===== config.mk =====
export PLATFORM = sky130hd
export DESIGN_NAME = pbtn_switch_debounce
export DESIGN_NICKNAME = d
export VERILOG_FILES = /design/src/rtl/pbtn_switch_debounce_pkg.sv /design/src/rtl/pbtn_switch_debounce_channel.sv /design/src/rtl/pbtn_switch_debounce.sv
export SDC_FILE = /design/constraint.sdc
export NUM_CORES = 1
export LEC_CHECK = 0
export CAP_MARGIN = 20
export CORE_AREA = 2 2 209 211
export DETAILED_ROUTE_END_ITERATION = 10
export DIE_AREA = 0 0 211 213
export GPL_ROUTABILITY_DRIVEN = 0
export GPL_TIMING_DRIVEN = 0
export PLACE_DENSITY = 0.83
export SKIP_CTS_REPAIR_TIMING = 1
export SLEW_MARGIN = 20
export SYNTH_ARGS = -nofsm -noshare
export SYNTH_HDL_FRONTEND = slang
export SYNTH_SLANG_ARGS = --single-unit

===== constraint.sdc =====
create_clock -name clk -period 24.2 [get_ports clk]
set_input_delay 2.42 -clock clk [delete_from_list [all_inputs] [get_ports clk]]
set_output_delay 2.42 -clock clk [all_outputs]
set_load 0.01 [all_outputs]

===== src/rtl/pbtn_switch_debounce_pkg.sv =====
// Shared constants and helpers for the pushbutton/switch debouncer.
// Provides channel counts, debounce lengths and the counter sizing function.
`timescale 1ns/100ps
package db_pkg;
    localparam int NPB           = 6;
    localparam int NSW           = 16;
    localparam int DB_CYCLES_HW  = 500000;
    localparam int DB_CYCLES_SIM = 5;

    function automatic int db_count(input bit simulate, input int hw, input int sim);
        return simulate ? sim : hw;
    endfunction

    // Counter must hold 0..N, so clog2(N+1) bits; never narrower than one bit.
    function automatic int cnt_width(input int n);
        return (n < 1) ? 1 : $clog2(n + 1);
    endfunction
endpackage


===== src/rtl/pbtn_switch_debounce_channel.sv =====
// One debounce channel: 2-flop synchronizer, stability counter, registered output.
// The output follows the synchronized input only after N consecutive differing clocks.
`timescale 1ns/100ps
module db_channel
    import db_pkg::*;
#(
    parameter int N = DB_CYCLES_SIM
) (
    input  logic clk,
    input  logic reset,
    input  logic din,
    output logic dout
);
    localparam int             CW   = cnt_width(N);
    localparam logic [CW-1:0]  LAST = CW'(N - 1);

    logic          s1, s2;
    logic [CW-1:0] cnt;

    always_ff @(posedge clk or posedge reset) begin
        if (reset) begin
            s1   <= 1'b0;
            s2   <= 1'b0;
            cnt  <= '0;
            dout <= 1'b0;
        end else begin
            s1 <= din;
            s2 <= s1;
            // Any cycle agreeing with the output restarts the count, so bounces never accumulate.
            if (s2 == dout) begin
                cnt <= '0;
            end else if (cnt == LAST) begin
                dout <= s2;
                cnt  <= '0;
            end else begin
                cnt <= cnt + CW'(1);
            end
        end
    end
endmodule


===== src/rtl/pbtn_switch_debounce.sv =====
// Debounces the board pushbuttons (bit 5 is the active-low CPU reset) and slide switches.
// Every input bit gets its own independent db_channel.
`timescale 1ns/100ps
module pbtn_switch_debounce #(
    parameter bit SIMULATE      = 1'b0,
    parameter int DB_CYCLES_HW  = db_pkg::DB_CYCLES_HW,
    parameter int DB_CYCLES_SIM = db_pkg::DB_CYCLES_SIM,
    parameter int NPB           = db_pkg::NPB,
    parameter int NSW           = db_pkg::NSW
) (
    input  logic           clk,
    input  logic           reset,
    input  logic [NPB-1:0] pbtn_in,
    input  logic [NSW-1:0] switch_in,
    output logic [NPB-1:0] pbtn_db,
    output logic [NSW-1:0] switch_db
);
    import db_pkg::*;

    localparam int N = db_count(SIMULATE, DB_CYCLES_HW, DB_CYCLES_SIM);

    // pbtn_db[5] resets to 0, which holds the active-low downstream reset asserted.
    for (genvar i = 0; i < NPB; i++) begin : g_pb
        db_channel #(.N(N)) u_ch (
            .clk   (clk),
            .reset (reset),
            .din   (pbtn_in[i]),
            .dout  (pbtn_db[i])
        );
    end

    for (genvar i = 0; i < NSW; i++) begin : g_sw
        db_channel #(.N(N)) u_ch (
            .clk   (clk),
            .reset (reset),
            .din   (switch_in[i]),
            .dout  (switch_db[i])
        );
    end
endmodule


Figure 1. Signal wires on met1 (run 1).
The bar under the picture is 50 um long.
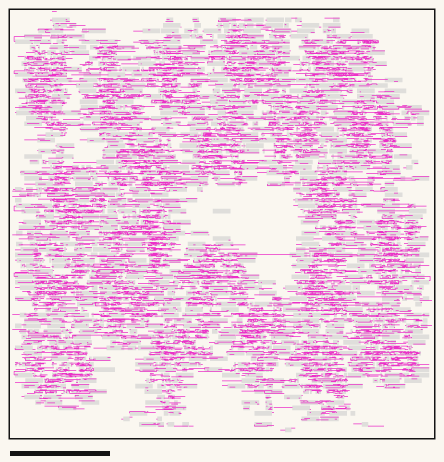
The wires run mostly horizontal. The longest straight run is 29.4 um. 2298 nets have wire on it.

Figure 2. Met2 routing (run 1).
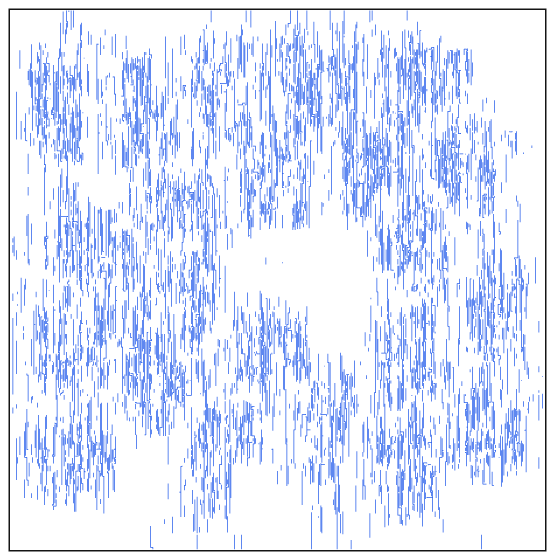
The wires run mostly vertical. The layer carries 21.9 mm of wire. The longest straight run is 37.4 um. 2134 nets have wire on it.
final wirelength: 43900 um
GR Util met2: 35.2%

==> flow_metrics.py, run 1 <==
# Generated from Yosys and OpenROAD reports
metrics = {
    "logic_synthesis": {
        "synth-warning-count": 0,
        "top_cell_area_share_pct": 52.4,
    },
    "worst_setup_path": {
        "arrival_ns": 4.82,
        "reg2regPathDepth": 6,
    },
    "place": {
        "placed_cells": 2881,
    },
    "clock_network": {
        "clkSinkCount": 484,
    },
    "sta": {
        "setup_viol": 0,
        "clock.fmax_ghz": 0.244,
    },
    "worst_hold_path": {
        "hold_end": "g_sw[8].u_ch.s2",
    },
    "floorplan": {
        "initial_core_util_pct": 54.1,
        "rows": 76,
        "core_area_sq_mm": 0.0427,
        "taps": 546,
    },
    "final_layout": {
        "num-clock-buffers": 73,
        "dominant_cells": "registers",
        "buffer_area_share_pct": 3.73,
    },
    "pwr": {
        "cellPowerDensity_mw_per_mm2": 64.3,
        "power_frac_seq_pct": 49.8,
    },
    "status": {
        "outcome": "completed",
    },
    "global_route": {
        "busiest_layer": "met2",
        "track_usage_pct": 20.2,
    },
}
Figure 3. Signal wires on met3 (run 1).
The bar under the picture is 50 um long.
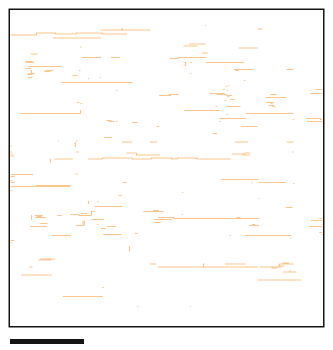
112 nets have wire on it. The wires run mostly horizontal. The longest straight run is 67.4 um. The layer carries 1520 um of wire. The layer holds 3.5% of the routed length.

Figure 4. Met4 routing (run 1).
The bar under the picture is 50 um long.
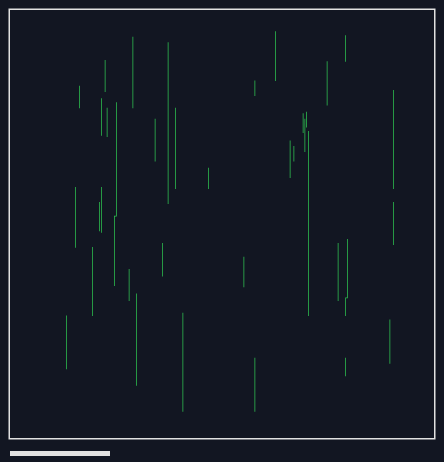
The layer holds 2.3% of the routed length. The wires run mostly vertical. The layer carries 1020 um of wire. The longest straight run is 91.8 um. 23 nets have wire on it.
via count: 17065

-- run 1: cells in the final DEF (no fill, tap or decap), types with 7 or more instances in the layout --
master / count
a21oi_1: 109
and2_1: 25
and3_1: 11
and4_1: 25
buf_2: 14
buf_4: 25
clkbuf_1: 39
clkbuf_16: 51
clkbuf_8: 12
clkdlybuf4s50_1: 45
dfrtp_1: 484
ha_1: 22
inv_1: 76
mux2_2: 22
nand2_1: 137
nand3_1: 126
nand4_1: 93
nand4_2: 10
nor2_1: 326
nor3_1: 53
nor4_1: 53
nor4b_1: 9
o21ai_0: 59
o31ai_1: 49
or2_2: 12
or3_1: 78
or4_1: 75
or4b_1: 7
or4b_2: 9
xnor2_1: 165
xor2_1: 122
-- run 1: registers in the layout (all words and copies together), names as in the netlist --
signal          flops
g_sw.u_ch.dout     16
g_sw.u_ch.s1       16
g_pb.u_ch.cnt     114
g_pb.u_ch.s1        6
g_sw.u_ch.cnt     304
g_pb.u_ch.s2        6
g_sw.u_ch.s2       16
g_pb.u_ch.dout      6
-- run 1: worst max-delay path: stages --
cell	delay, ns
clkdlybuf4s50_1	0.50
inv_8	0.54
buf_16	0.45
buf_16	0.36
buf_16	0.37
-- run 1: cells in the mapped netlist (all sizes together) --
library cell,n
o31ai,57
mux2,22
xor2,122
clkbuf,31
and2,25
or3b,3
nor3b,1
or3,84
nand4,103
nor4bb,6
or4bb,2
nor3,53
dfrtp,484
nand2b,1
and4,28
o41ai,1
nor4b,9
o21ai,73
inv,77
xnor2,165
nor4,53
a21oi,109
and4bb,1
or2,13
nand3,128
and3,11
or4b,16
nor2,326
nand4b,1
nand3b,2
buf,42
ha,22
or4,76
nand2,137
nand4bb,2
Figure 5. Clock wiring as the flow saved it (run 1).
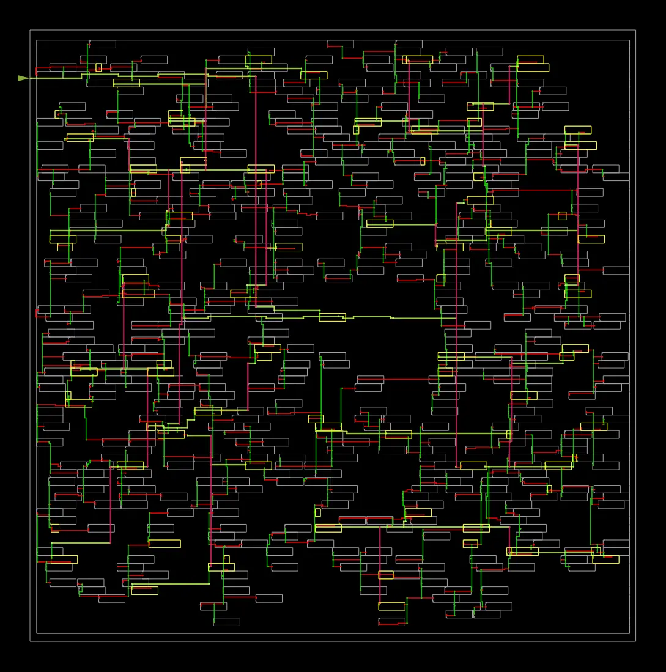

==> run 2, diff against run 1 <==
- PLACE_DENSITY: 0.83 -> 0.86
- clock period: 24.2 -> 3.33 ns (I/O delays scaled with it)
Figure 6. Clock wiring as the flow saved it (run 2).
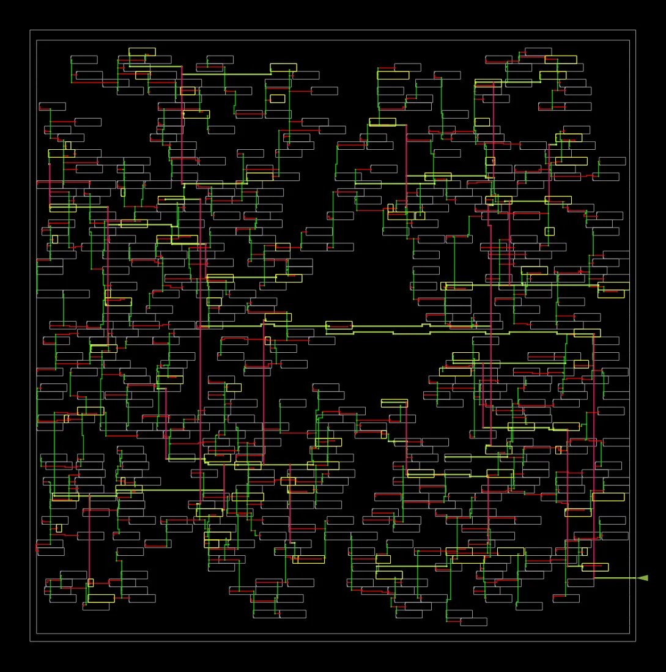
Clk power: 6.08 mW
clock buffers: 66
Num CTS Buffers: 50
clk sinks: 484
Setup Skew: 0.0110 ns

Figure 7. Met4 routing (run 2).
The bar under the picture is 50 um long.
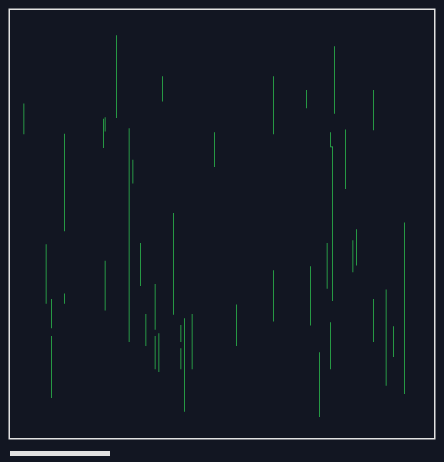
The layer carries 1170 um of wire. The longest straight run is 106 um. The wires run mostly vertical. The layer holds 2.6% of the routed length. 28 nets have wire on it.

Figure 8. Signal wires on met1 (run 2).
The bar under the picture is 50 um long.
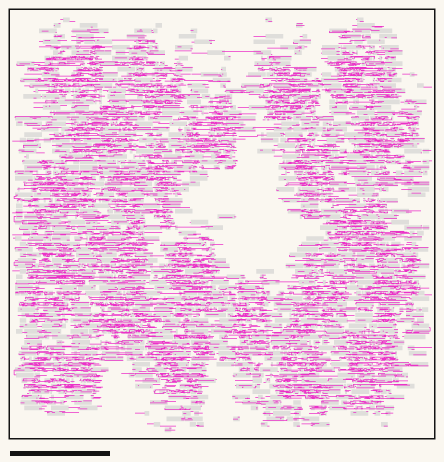
The longest straight run is 35.0 um. 2302 nets have wire on it. The layer holds 43% of the routed length. The wires run mostly horizontal. The layer carries 19500 um of wire.

==> flow_metrics.py, run 2 <==
# Generated from Yosys and OpenROAD reports
metrics = {
    "status": {
        "outcome": "completed",
    },
    "routing": {
        "vias": 17279,
        "drtAntennaViolNets": 0,
        "drt-total-wl_um": 45200,
    },
    "final_layout": {
        "largest_reg_flops": 304,
        "regMostFlops": "g_sw.u_ch.cnt",
        "design_area_sq_mm": 0.0264,
        "layout.cells.most_common": "dfrtp_1",
    },
    "global_route": {
        "grtUsageMet2_pct": 37.4,
        "track_usage_pct": 20.9,
    },
    "place": {
        "hpwl_um": 30300,
        "placed_cells": 2893,
    },
    "worst_setup_path": {
        "r2r_slack_ns": 0.91,
        "reg2regPathDepth": 6,
        "arrival_ns": 2.87,
    },
    "logic_synthesis": {
        "ys.flop_type": "dfrtp_1",
        "top_cell": "dfrtp_1",
        "synth-edff-count": 0,
        "fp_nets": 2332,
        "async_reset_ff_share_pct": 100,
        "yosys-top-cells-count": "484 x dfrtp_1, 326 x nor2_1, 165 x xnor2_1, 137 x nand2_1, 126 x nand3_1",
        "top_cell_area_share_pct": 52.4,
    },
    "floorplan": {
        "initial_core_util_pct": 54.1,
        "core_area_sq_mm": 0.0427,
        "rows": 76,
    },
    "sta": {
        "clock.fmax_ghz": 0.414,
        "setup_viol": 0,
    },
}
[run 2: cell counts after synthesis]
No cell type changed its count.
[run 2: kinds of logic after synthesis]
logic type	synth area share (%)
and+or+nand+nor	25.0
DFF	52.4
xor gates and xnor gates	10.9
AOI/OAI and AO/OA	6.47
buffers and inverters	3.03
muxes	1.07
adders and majority gates	1.19
[run 2: worst max-delay path, stage by stage (launching register included)]
cell	delay [ns]
dfrtp_1	0.38
ha_1	0.25
and4_1	0.29
nand3_1	0.17
o31ai_2	0.67
clkbuf_1	0.42
nor2_1	0.10
[run 2: report_power, final]
part / internal, mW / leakage (nW) / total, mW / switching, mW
sequential: 5.97 / 6.61 / 6.06 / 0.0840
clock: 3.76 / 0.905 / 6.08 / 2.33
combinational: 0.156 / 3.11 / 0.442 / 0.286
[run 2: how the worst max path moves through the flow]
stage / cells after the start / end / slack (ns)
2_1_floorplan: 1 / g_pb[0].u_ch.cnt[0] / -3.56
3_3_place_gp: 2 / g_pb[2].u_ch.cnt[13] / -6.27
3_5_place_dp: 6 / g_sw[12].u_ch.cnt[7] / 0.96
4_1_cts: 6 / g_sw[12].u_ch.cnt[7] / 0.92
5_1_grt: 6 / g_sw[12].u_ch.cnt[12] / 0.72
6_report: 6 / g_sw[12].u_ch.cnt[7] / 0.91
[run 2: layout make-up]
cell class | instances | area, sq um | area share (%)
multi-input combinational | 1652 | 10300 | 39.0
clock inverter | 24 | 357 | 1.35
inverter | 77 | 293 | 1.11
timing repair buffer | 61 | 793 | 3.00
clock buffer | 66 | 1450 | 5.50
sequential | 484 | 12100 | 45.9
tap | 546 | 683 | 2.59
buffer | 73 | 410 | 1.55
Power and IR drop assume default switching activity.
